--- src/rtl/mem_pkg.sv ---
// mem_pkg: shared handshake FSM encoding and width defaults for the memory-access stage.
package mem_pkg;
    localparam int DATA_W_DEF = 32;
    localparam int REG_W_DEF = 5;
    typedef enum logic [1:0] {
        IDLE = 2'd0,
        BUSY = 2'd1,
        DONE = 2'd2
    } memState_t;
endpackage

--- src/rtl/mem_handshake_fsm.sv ---
// mem_handshake_fsm: data-memory req/ack sequencer owning state, dmem_req and the load-data register.
module mem_handshake_fsm
    import mem_pkg::*;
#(
    parameter int DATA_W = DATA_W_DEF
) (
    input  logic              clk,
    input  logic              rst,
    input  logic              memOp,
    input  logic              isLoad,
    input  logic              dmemAck,
    input  logic [DATA_W-1:0] dmemRdata,
    output logic              dmemReq,
    output logic [DATA_W-1:0] rdataQ,
    output logic              stall,
    output logic              bubble,
    output logic              done,
    output logic              idle
);
    memState_t state, nextState;
    logic start, ackTaken;
    always_comb begin
        idle = state == IDLE;
        done = state == DONE;
        start = idle && memOp;
        ackTaken = state == BUSY && dmemAck;
        bubble = start || state == BUSY;
        stall = bubble;
        nextState = idle ? (memOp ? BUSY : IDLE)
                  : state == BUSY ? (dmemAck ? DONE : BUSY)
                  : IDLE;
    end
    always_ff @(posedge clk) begin
        if (rst) begin
            state <= IDLE;
            dmemReq <= 1'b0;
            rdataQ <= '0;
        end else begin
            state <= nextState;
            dmemReq <= start ? 1'b1 : ackTaken ? 1'b0 : dmemReq;
            if (ackTaken && isLoad)
                rdataQ <= dmemRdata;
        end
    end
endmodule

--- src/rtl/mem_access_stage.sv ---
// mem_access_stage: MEM pipeline stage stalling on a req/ack data memory; MEM_ALIGN_CHECK_EN adds misaligned-drop.
module mem_access_stage
    import mem_pkg::*;
#(
    parameter int DATA_W = DATA_W_DEF,
    parameter int REG_W = REG_W_DEF
) (
    input  logic              clk,
    input  logic              rst,
    input  logic              mem_read_in,
    input  logic              mem_write_in,
    input  logic              wb_MemToReg_in,
    input  logic              wb_RegWrite_in,
    input  logic [DATA_W-1:0] ALURes_in,
    input  logic [DATA_W-1:0] WriteData_in,
    input  logic [REG_W-1:0]  RegDest_in,
    output logic              dmem_req,
    output logic              dmem_we,
    output logic [DATA_W-1:0] dmem_addr,
    output logic [DATA_W-1:0] dmem_wdata,
    input  logic [DATA_W-1:0] dmem_rdata,
    input  logic              dmem_ack,
    output logic              stall,
    output logic              wb_MemToReg_out,
    output logic              wb_RegWrite_out,
    output logic [DATA_W-1:0] MemRes_out,
    output logic [DATA_W-1:0] ALURes_out,
    output logic [REG_W-1:0]  RegDest_out
`ifdef MEM_ALIGN_CHECK_EN
    ,
    output logic              misaligned
`endif
);
    logic memOp, isLoad, fsmMemOp, fsmBubble, fsmDone, fsmIdle, drop, passThru;
    logic [DATA_W-1:0] rdataQ;
    assign memOp = mem_read_in | mem_write_in;
    // a simultaneous read+write is treated as a store, so it never captures read data
    assign isLoad = mem_read_in & ~mem_write_in;
`ifdef MEM_ALIGN_CHECK_EN
    logic badAddr;
    assign badAddr = memOp && ALURes_in[1:0] != 2'b00;
    assign misaligned = fsmIdle && badAddr && !rst;
    assign drop = misaligned;
    assign fsmMemOp = memOp && !badAddr;
`else
    assign drop = 1'b0;
    assign fsmMemOp = memOp;
`endif
    mem_handshake_fsm #(.DATA_W(DATA_W)) u_fsm (
        .clk      (clk),
        .rst      (rst),
        .memOp    (fsmMemOp),
        .isLoad   (isLoad),
        .dmemAck  (dmem_ack),
        .dmemRdata(dmem_rdata),
        .dmemReq  (dmem_req),
        .rdataQ   (rdataQ),
        .stall    (stall),
        .bubble   (fsmBubble),
        .done     (fsmDone),
        .idle     (fsmIdle)
    );
    // real WB controls only for a completed access or a plain ALU op; otherwise a bubble
    assign passThru = fsmDone || (fsmIdle && !fsmBubble && !drop);
    assign wb_RegWrite_out = passThru ? wb_RegWrite_in : 1'b0;
    assign wb_MemToReg_out = passThru ? wb_MemToReg_in : 1'b0;
    assign ALURes_out = ALURes_in;
    assign RegDest_out = RegDest_in;
    assign MemRes_out = rdataQ;
    assign dmem_we = mem_write_in;
    assign dmem_addr = ALURes_in;
    assign dmem_wdata = WriteData_in;
endmodule

--- config.mk ---
export PLATFORM = sky130hd
export DESIGN_NAME = mem_access_stage
export DESIGN_NICKNAME = d
export VERILOG_FILES = /design/src/rtl/mem_pkg.sv /design/src/rtl/mem_handshake_fsm.sv /design/src/rtl/mem_access_stage.sv
export SDC_FILE = /design/constraint.sdc
export NUM_CORES = 1
export LEC_CHECK = 0
export CORE_AREA = 2 2 97 99
export DETAILED_ROUTE_END_ITERATION = 16
export DIE_AREA = 0 0 99 101
export GPL_ROUTABILITY_DRIVEN = 0
export PLACE_DENSITY_LB_ADDON = 0.25
export SETUP_SLACK_MARGIN = 0.2
export SYNTH_ARGS = -nofsm -noshare
export SYNTH_HDL_FRONTEND = slang
export SYNTH_SLANG_ARGS = --single-unit
--- constraint.sdc ---
create_clock -name clk -period 1.5 [get_ports clk]
set_input_delay 0.15 -clock clk [delete_from_list [all_inputs] [get_ports clk]]
set_output_delay 0.15 -clock clk [all_outputs]
set_load 0.005 [all_outputs]
==> results.json <==
{
  "synth.cellmix.adderShare": 0,
  "post_detailed_route_wirelength_per_cell_um": 13.43,
  "die_area_um2": 9999,
  "total_placed_instance_area_um2": 2489,
  "h-tree-depth": 2,
  "detail_route.iter0.violations": 32,
  "setup_slack_ps": 139.7,
  "logic_family": "buffers and inverters",
  "clock-root-buffer": "clkbuf_8",
  "met3_usage": 0.04230,
  "worst_ep_arrival_time_ps": 1560,
  "rsz_0062_raised_after_global_routing": "true",
  "timing_worst_setup_path_type": "input pin to flip-flop",
  "place.port_buffers": 75,
  "cts.sink_count": 35,
  "placed_cells": 338,
  "synth-simple-area-share": 0.1937,
  "crit_path_end": "u_fsm.rdataQ[20]$_SDFFE_PP0P_",
  "critPathLaunchType": "input pin",
  "enable_flop_cells": 0,
  "routed-via-count": 1402,
  "core_box_area_um2": 8977,
  "global_route.usage.met2": 0.1435,
  "r2r-start": "u_fsm.state[1]$_SDFF_PP0_",
  "synth_flops": 35,
  "holdBufCountCts": 0,
  "fraction_of_layout_cells_with_a_size_suffix_above_1": 0.2058,
  "viasPerCell": 3.960,
  "cts_max_path_buffers": 2,
  "layout_min_cycle_time_ps": 1360,
  "design.portCount": 246,
  "post-synth-top-area-cell": "buf_4",
  "critical_path_peak_fanout": 6,
  "antenna_found_initial": 0,
  "place.detailed.hpwl_mm": 3.060,
  "drt_first_pass_iters": 4,
  "synth-xor-area-share": 0,
  "dpl_worst_slack_ps": -125.2,
  "vdd_drop_max_mv": 0.2982,
  "fmax_ghz": 0.7351,
  "synth_sequential_area_ratio": 0.2955,
  "synthDominantCellAreaShare": 0.3230,
  "fp.dieH_um": 101,
  "r2r_endpoint": "u_fsm.rdataQ[20]$_SDFFE_PP0P_",
  "timing.slew.headroom": 0.7794,
  "synth_stat.cells": 257,
  "synthDistinctLibCells": 16,
  "cap_violations": 0,
  "postSynthNetCount": 365,
  "rows": 35,
  "die_w_um": 99,
  "postSynth.topFlopCell": "dfxtp_1",
  "drt-total-wl_mm": 4.753,
  "worst_r2r_path_depth": 5,
  "route.antenna.remaining_nets": 0,
  "number_of_global_route_vias_before_repair": 1503,
  "wire_length_of_the_first_global_routing_pass_mm": 7.569,
  "required_ps": 1700,
  "layout.cell_area.non_filler_um2": 2785,
  "status": "finished, final reports clean",
  "synthMuxAreaShare": 0.1351,
  "worst_setup_path_end_kind": "flip-flop",
  "cts_buffers": 5,
  "floorplan.core_util": 0.2641,
  "report.final.setup_viol": 0,
  "drc_errors": 0,
  "clkSlewWorstSetupHoldPaths_ps": 70,
  "layoutNonFillerInstCount": 354,
  "netlist_instances": 257,
  "synth-warning-count": 0,
  "post-layout-total-power_mw": 1.969,
  "synth.cellmix.compoundShare": 0.01003,
  "power_density_nw_per_um2": 707.0,
  "globalRouteOverflowTotal": 0,
  "yosys-top-cells-area": "buf_4 32%, dfxtp_1 30%, nand2b_1 17%",
  "timing.critical_path.from": "dmem_ack",
  "grtUsageTotal": 0.09643,
  "clock-skew-final_ps": 5.923,
  "final_max_slew_viol_count": 0,
  "synthArstFlopShare": 0,
  "clock_tree_from_tritoncts": "built",
  "worst_pin_slew_ps": 322.6,
  "setup.reg_to_reg.worst_slack_ps": 150,
  "synth_area_per_cell_um2": 9.226,
  "warning_count": 28,
  "grt-busiest-layer": "met2",
  "synthesis.area_um2": 2371,
  "ys_top_cells_by_count": "102 x buf_4, 64 x nand2b_1, 35 x dfxtp_1",
  "report.final.hold_viol_count": 0,
  "p_leak_nw": 1.369,
  "syn2layout_area_growth_pct": 17.47,
  "min-delay-path-class": "input pin to primary output",
  "layout_worst_path_cycle_share": 0.9069,
  "most_used_standard_cell_by_instance_count_after_synthesis": "buf_4",
  "gr-usage-met1": 0.1107,
  "num_antenna_cells": 0,
  "clock_insertion_delay_worst_skew_ps": 280,
  "num-nets-final": 351,
  "yosys-stat-area_um2": 2371,
  "grt_start_max_net_pins": 35
}
what timing repair did:
action / CTS / global route
gates resized: 27 / 43
setup endpoints to repair: 45 / 63
setup buffers: 3 / 3
hold endpoints to repair: 0 / 0
pin swaps: 2 / 2
gates cloned: 3 / 0
layout by cell type (no fill, tap or decap), types with 2 or more instances in the layout:
cell type	Yosys	routed
mux2i_1	32	32
dlymetal6s2s_1	0	20
nor2_1	4	3
nor3b_1	2	2
buf_12	3	2
dfxtp_1	35	15
buf_4	102	7
buf_6	1	6
clkdlybuf4s50_1	0	44
clkbuf_8	0	6
dlygate4sd2_1	0	9
clkbuf_2	0	2
nand2b_1	64	64
buf_16	0	2
dfxtp_2	0	19
layer usage:
layer  part of all wire  up-vias
met4              0.052        0
met2               0.46       75
met3               0.10       42
met5                  0        -
li1                   -      675
met1               0.39      610
layout make-up:
type | count | area, µm²
Fill cell | 949 | 6192
Timing Repair Buffer | 92 | 994.7
Multi-Input combinational cell | 108 | 832.0
Sequential cell | 35 | 728.2
Tap cell | 111 | 138.9
Clock buffer | 6 | 82.58
Clock inverter | 1 | 5.005
Inverter | 1 | 3.754
per-stage QoR:
step	TNS [ps]	hold slack, ps	utilization
after floorplan	0	267.8	-
after global placement	-2146	300.0	0.2772
after detailed placement	-3057	300.0	0.2772
after CTS	0	300.0	0.2997
after global routing	0	300.0	0.3102
final	0	300.0	0.3102
worst max-delay path, stage by stage:
cell             delay [ps]
clkdlybuf4s50_1         540
nand3b_4                100
nor3b_4                 250
buf_6                   180
buf_16                  140
mux2i_1                 200
worst min path at each step:
| stage | startpoint | to | slack (ps) | cells past startpoint |
|---|---|---|---|---|
| floorplan | dmem_ack | u_fsm.state[0]$_SDFF_PP0_ | 270 | 1 |
| global placement | WriteData_in[10] | dmem_wdata[10] | 300 | 0 |
| finish | RegDest_in[2] | RegDest_out[2] | 300 | 0 |
| detailed placement | WriteData_in[10] | dmem_wdata[10] | 300 | 0 |
| global route | WriteData_in[8] | dmem_wdata[8] | 300 | 0 |
| CTS | WriteData_in[10] | dmem_wdata[10] | 300 | 0 |
where the power goes:
group / leakage [nW] / internal [mW] / switching [mW]
clock network: 0.0470 / 0.361 / 0.337
logic: 1.03 / 0.208 / 0.0951
registers: 0.293 / 0.952 / 0.0168
total: 1.37 / 1.52 / 0.448
cells by family (layout without fill, tap and decap cells):
logic type | Yosys count | count (layout)
simple gates | 73 | 73
mux | 32 | 32
buf+inv | 114 | 100
flops | 35 | 35
compound gates | 3 | 3
state kept, by name (all words and copies together), names as in the netlist:
register / count
u_fsm.dmemReq: 1
u_fsm.rdataQ: 32
u_fsm.state: 2
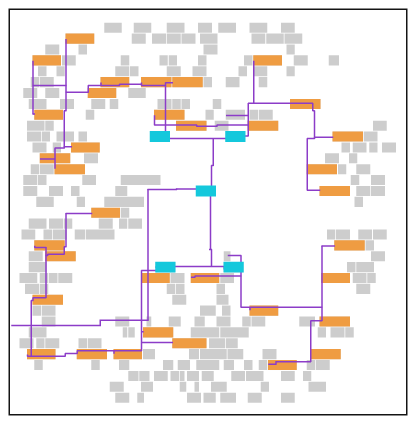
clock_map.png
Drawn at 4 px/µm.
purple -> clock wires  # length 577 µm
orange -> flip-flops  # count 35
cyan -> cells driving clock nets  # count 5
flops lie = widely spread
routed clock nets = 6

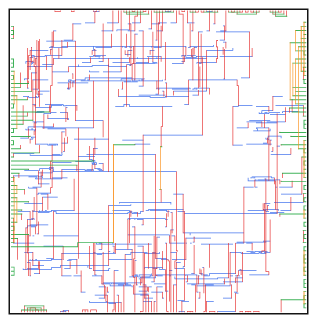
metal_stack.png
Drawn at 3 px/µm.
blue -> met1  # wire length 1860 µm
red -> met2  # wire length 2170 µm
orange -> met4  # wire length 247 µm
green -> met3  # wire length 478 µm

Power figures rest on the tool's default switching activity, not on a simulated workload.
